==> images/met4.png <==
Scale: 1 px per um. Supply wires on this layer in grey.
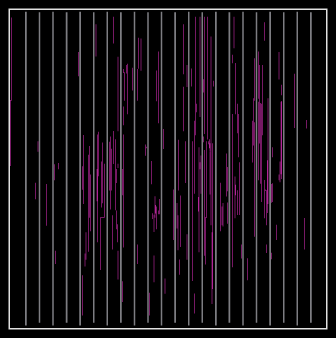
==> images/density.png <==
Scale: 1 px per um. The die is cut into 32 by 32 equal tiles; dark blue is low, red is high, 0 to 100% covered.
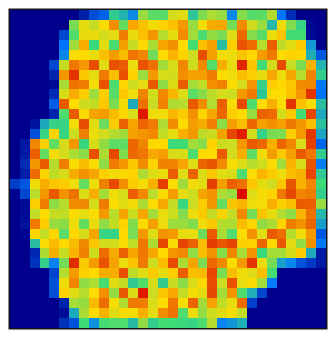
==> images/port_nets.png <==
Scale: 1 px per um.
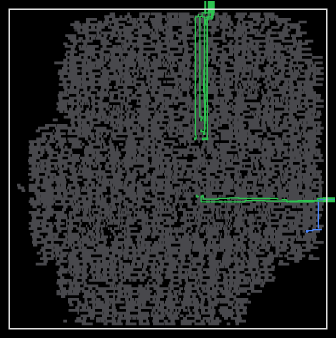
==> images/final_congestion.png <==
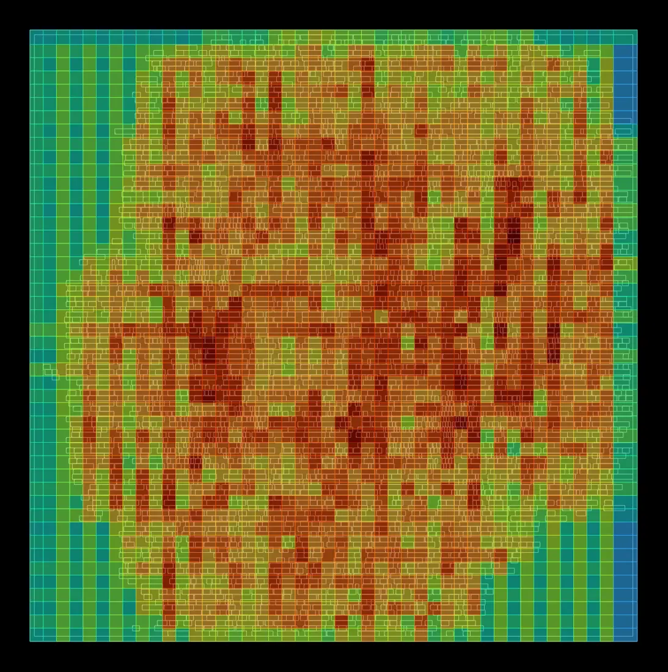
$ cat src/rtl/flatten_buffer.sv
// flatten_buffer: stores every pooled pixel of every kernel during FILL,
// then replays the whole frame as one kernel-major serial stream in DRAIN.
//
// Output handshake: a word transfers on any rising edge where out_valid and
// out_ready are both high; while out_valid is high and out_ready is low,
// out_data and out_last hold stable. out_valid never drops before the
// transfer except on res.
// The input side has no stall: in_ready only reports FILL/DRAIN, and pixels
// offered outside FILL (or beyond a full kernel map) are dropped and raise
// the sticky overflow flag.
module flatten_buffer #(
  parameter int NumberOfK          = 8,
  parameter int ProcessingElements = 2,
  parameter int BitSize            = 8,
  parameter int ImageWidth         = 4
) (
  input  logic                                         clk,
  input  logic                                         res,
  input  logic [NumberOfK-1:0]                         in_valid,
  input  logic [ProcessingElements-1:0][BitSize-1:0]   in_data,
  input  logic                                         in_set_done,
  output logic                                         in_ready,
  output logic                                         out_valid,
  output logic [BitSize-1:0]                           out_data,
  output logic                                         out_last,
  input  logic                                         out_ready,
  output logic                                         overflow,
  output logic                                         fsm_state
);

  localparam int Pixels = ImageWidth * ImageWidth;
  localparam int Depth  = NumberOfK * Pixels;
  localparam int AW     = (Depth > 1) ? $clog2(Depth) : 1;
  localparam int CW     = $clog2(Pixels + 1);

  localparam logic [AW-1:0] LastAddr = AW'(Depth - 1);
  localparam logic [CW-1:0] FullCnt  = CW'(Pixels);

  typedef enum logic {
    FILL  = 1'b0,
    DRAIN = 1'b1
  } state_t;

  state_t state;
  state_t state_next;

  logic [BitSize-1:0]   mem [Depth];
  logic [CW-1:0]        wcnt [NumberOfK];
  logic [AW-1:0]        raddr;
  logic [NumberOfK-1:0] wr_en;
  logic [NumberOfK-1:0] wr_drop;
  logic                 fire;
  logic                 last_fire;

  assign fsm_state = state;
  assign fire      = out_valid && out_ready;
  assign last_fire = fire && out_last;

  // Per-kernel write enables, and pixels that must be discarded as overflow
  always_comb begin
    wr_en   = '0;
    wr_drop = '0;
    for (int k = 0; k < NumberOfK; k++) begin
      wr_en[k]   = (state == FILL) && in_valid[k] && (wcnt[k] != FullCnt);
      wr_drop[k] = in_valid[k] && ((state == DRAIN) || (wcnt[k] == FullCnt));
    end
  end

  // Frame storage: each kernel owns its own Pixels-deep slice, so parallel writes never collide
  always_ff @(posedge clk) begin
    for (int k = 0; k < NumberOfK; k++) begin
      if (wr_en[k] && !res) begin
        mem[AW'(k * Pixels) + AW'(wcnt[k])] <= in_data[k % ProcessingElements];
      end
    end
  end

  // Per-kernel pixel counters, rewound when a frame has been fully drained
  always_ff @(posedge clk) begin
    if (res || last_fire) begin
      for (int k = 0; k < NumberOfK; k++) begin
        wcnt[k] <= '0;
      end
    end else begin
      for (int k = 0; k < NumberOfK; k++) begin
        if (wr_en[k]) begin
          wcnt[k] <= wcnt[k] + CW'(1);
        end
      end
    end
  end

  // Read pointer: parked at 0 during FILL, advances on each accepted word
  always_ff @(posedge clk) begin
    if (res) begin
      raddr <= '0;
    end else if (state == FILL) begin
      raddr <= '0;
    end else if (fire) begin
      raddr <= (raddr == LastAddr) ? '0 : raddr + AW'(1);
    end
  end

  // Sticky overflow: any dropped pixel sets it until reset
  always_ff @(posedge clk) begin
    if (res) begin
      overflow <= 1'b0;
    end else if (|wr_drop) begin
      overflow <= 1'b1;
    end
  end

  // FSM state register
  always_ff @(posedge clk) begin
    if (res) begin
      state <= FILL;
    end else begin
      state <= state_next;
    end
  end

  // FSM next state: set-done starts the drain, the last handshake ends it
  always_comb begin
    state_next = state;
    case (state)
      FILL:    if (in_set_done) state_next = DRAIN;
      DRAIN:   if (last_fire)   state_next = FILL;
      default: state_next = FILL;
    endcase
  end

  // FSM outputs: data is zeroed outside DRAIN so the unreset memory never leaks out
  always_comb begin
    in_ready  = 1'b0;
    out_valid = 1'b0;
    out_last  = 1'b0;
    out_data  = '0;
    case (state)
      FILL: begin
        in_ready = 1'b1;
      end
      DRAIN: begin
        out_valid = 1'b1;
        out_last  = (raddr == LastAddr);
        out_data  = mem[raddr];
      end
      default: begin
        in_ready = 1'b1;
      end
    endcase
  end

endmodule

$ cat config.mk
export PLATFORM = sky130hd
export DESIGN_NAME = flatten_buffer
export DESIGN_NICKNAME = d
export VERILOG_FILES = /design/src/rtl/flatten_buffer.sv
export SDC_FILE = /design/constraint.sdc
export NUM_CORES = 2
export LEC_CHECK = 0
export ABC_CLOCK_PERIOD_IN_PS = 9400
export CAP_MARGIN = 10
export CORE_AREA = 2 2 314 316
export CTS_BUF_LIST = sky130_fd_sc_hd__clkbuf_4 sky130_fd_sc_hd__clkbuf_8
export DETAILED_ROUTE_END_ITERATION = 7
export DIE_AREA = 0 0 316 318
export PLACE_DENSITY = 0.79
export SYNTH_ARGS = -nofsm -noshare
export SYNTH_HDL_FRONTEND = slang
export SYNTH_SLANG_ARGS = --single-unit
$ cat constraint.sdc
create_clock -name clk -period 9.4 [get_ports clk]
set_clock_uncertainty 0.05 [all_clocks]
set_input_delay 1.41 -clock clk [delete_from_list [all_inputs] [get_ports clk]]
set_output_delay 1.41 -clock clk [all_outputs]
set_load 0.02 [all_outputs]
==> ci_impl_report.md <==
### Flow metrics

| Metric | Value |
|---|---|
| Setup violators final | `0` |
| Crit path DRT | `7940 ps` |
| Setup ws final | `approximately 2500 ps` |
| R2r setup slk | `between 4000 and 5000 ps` |
| Unrepaired setup endpoints after global routing | `no` |
| Clock Sinks | `1080` |
| Status | `finished, final reports clean` |
| Net count after synthesis | `about 3800` |
| Fin crit period | `6860 ps` |
| Fin nets | `between 3000 and 4000` |
| Hold Path Class | `reg2reg` |
| WHS | `around 500 ps` |
| Distinct cells, synth | `65` |
| Die span in x | `roughly 320 um` |
| Main flop type | `edfxtp_1` |
| Startpoint types | `flop` |
| Hold_buf cts | `0` |
| Vias | `35400` |
| Filler cells | `~6900` |
| First-pass GRT wire length | `232000 um` |
| Layout cells sized above 1 | `between 40% and 50%` |
| Worst-path clk slew | `roughly 70 ps` |
| Number of global-route vias before repair | `around 35000` |
| Tcrit/Tclk final | `between 70 and 80%` |
| Sw frac | `23.8%` |
| Detailed Place HPWL | `between 90000 and 100000 um` |
| Detail Route Antenna Nets | `0` |
| Clock Tree Buf Depth | `3` |
| Core Util, Final | `a little over three fifths` |
| Std cell rows | `roughly 120` |
| Hold Fails Final Rpt | `0` |
| Place WS | `between 3000 and 4000 ps` |
| Yosys warnings | `0` |
| Seq cells post-synth | `~1100` |
| DR pass1 iterations | `8` |
| Pwr Density | `approximately 170 nW/um2` |
| DRT iter0 DRCs | `4963` |
| Worst-Margin Slew | `1300 ps` |
| Clock power frac | `39.7%` |
| Setup bufs post-CTS | `0` |
| CTS tree | `built` |
| Pre-Place Util | `58.4%` |
| H-Tree Depth | `4` |
| Drt via density | `around 7` |
| P_int | `7810 uW` |
| Logic gate share of total power | `roughly 7.5%` |
| Mapped Cells | `about 3800` |
| DRC Markers | `0` |
| Largest net degree at the start of global routing | `approximately 93` |
| Initial antenna violation count | `3` |
| Die y size | `approximately 320 um` |
| Peak supply drop | `around 100 uV` |
| Synth async-reset ratio | `0%` |
| Gr ovfl total | `0` |
| Sw Pwr | `~2400 uW` |
| Setup_tns | `0 ps` |
| Max Freq | `roughly 150 MHz` |
| TritonCTS buffer count | `176` |
| Critical Path Fanout Max | `roughly 51` |
| Relative slew slack | `about an eighth` |
| LEAKAGE | `between 0.015 and 0.02 uW` |
| YS chip area | `~57000 um2` |
| Tool warnings | `35` |
| Max-Cap Viols | `0` |
| Post-synthesis cell area | `56900 um2` |
| Critical Path AT | `5400 ps` |
| Die ar. | `about 100000 um2` |
| Area grow syn2layout | `7.93%` |
| CTS root buf | `clkbuf_8` |
| Worst Setup End Kind | `output port` |
| # IOs | `between 40 and 50` |
| Max Slew Vio Count | `0` |
| CORE AREA | `between 90000 and 100000 um2` |
| Port bufs | `40` |
Notes on met4.png above:
wire length on this layer	6300 um
nets with wire on the layer	104
longest straight run	188 um
main direction	vertical
share of all routed wire	4.0%

Notes on density.png above:
tiles over 75% full	39%
emptiest ninth of the die	top left
mean over tiles	60%
fullest tile	99%
nearly empty tiles	14%

Notes on port_nets.png above:
port	colour	bits	direction	edge	end cells	buffers	wire
out_data	green	8	output	6 top, 2 right	8	8	1040 um
in_set_done	blue	1	input	right	1	1	53.1 um

Notes on final_congestion.png above:
wire per inst: 30.6 um
gr busiest metal: met2

[power groups by stage]
stage          clock (uW)  combinational [uW]  sequential, uW
2_1_floorplan           0                 550            5480
3_3_place_gp            0                 726            5510
3_5_place_dp            0                 747            5510
4_1_cts              4080                 752            5410
5_1_grt              4290                 811            5420
6_report             4070                 768            5420
[placed cells by master (no fill, tap or decap), types with 16 or more instances in the layout]
cell and n:
clkdlybuf4s50_1 24, nor3_1 23, mux2i_1 158, a21oi_1 28
nand2b_1 20, nand2_1 102, mux2_2 1026, a22oi_1 88
nand3_1 105, o22ai_1 72, nor2_1 110, xor2_1 18
clkbuf_4 76, clkinv_1 32, or3_1 22, buf_4 95
mux4_2 200, o21ai_0 68, clkbuf_8 183, inv_1 26
and2_1 16, edfxtp_1 1064, ha_1 17
[registers in the layout, indices dropped and copies added, names as in the netlist, named ones only]
register	flops
wcnt	40
fsm_state	1
mem	1024
overflow	1
raddr	7
[per-layer routing]
layer,vias to the layer above,part of all wire [%],global-route usage (%)
met5,-,0,0
met4,0,4.0,12.7
met3,346,10,6.80
met2,2156,47,47.7
met1,18100,39,43.5
li1,14700,-,-
[synthesized netlist by cell type, types with 17 or more instances]
cell type	number	area share, %
buf_1	37	0.24
nand3_1	105	0.92
nand2_1	102	0.67
inv_1	26	0.17
a21oi_1	28	0.25
nor2b_1	19	0.21
a22oi_1	88	1.2
xor2_1	18	0.28
nand2b_1	20	0.22
or3_1	22	0.24
ha_1	17	0.37
clkbuf_1	337	2.2
mux2_2	1026	20
buf_2	27	0.24
o21ai_0	71	0.62
mux2i_1	158	2.8
mux4_2	200	7.9
o22ai_1	72	0.79
nor2_1	111	0.73
edfxtp_1	1064	56
nor3_1	23	0.20
[critical path, cell delays in order (launching register included)]
cell,delay [ps]
dfxtp_4,870
buf_4,830
buf_4,540
mux4_2,410
nor2b_1,150
a211oi_1,490
a21oi_1,80
nand3_1,200
nand3_1,260
clkdlybuf4s50_1,620
[path summary, 6_finish.rpt]
path                                 start  depth (start not counted)     endpoint
worst max-delay path                  flop                          9  out_data[5]
worst min-delay path              raddr[6]                          2         flop
worst max register to register  wcnt[0][5]                          9   mem[27][2]
worst min register to register    raddr[6]                          2         flop
[through the flow]
stage,total power (uW),instances,area [um2]
floorplan,6030,3787,56900
global placement,6240,4790,58000
detailed placement,6260,4791,58000
CTS,10200,5102,61400
global route,10500,5109,61400
finish,10200,5111,61400
[logic make-up (layout without fill, tap and decap cells)]
| logic type | count (synthesis) | count (layout) | share of synthesized area, % |
|---|---|---|---|
| multiplexers | 1384 | 1384 | 31.0 |
| flip-flops | 1080 | 1080 | 56.7 |
| AND/OR/NAND/NOR | 506 | 506 | 4.58 |
| buffers and inverters | 430 | 461 | 2.92 |
| AND-OR/OR-AND | 342 | 342 | 3.98 |
| XOR/XNOR | 28 | 28 | 0.431 |
| adder cells (fa/ha/maj) | 17 | 17 | 0.374 |
| other | 0 | 6 | 0 |
[area by class of cell]
cell class	count	area [um2]	area share [%]
antenna	6	15.0	0.0245
clock buffer	257	3070	5.01
clock inverter	54	325	0.530
inverter	26	97.6	0.159
multi-input combinational	2277	23000	37.4
sequential	1080	32300	52.6
tap	1287	1610	2.62
timing repair buffer	124	1020	1.66
Power figures rest on the tool's default switching activity, not on a simulated workload.
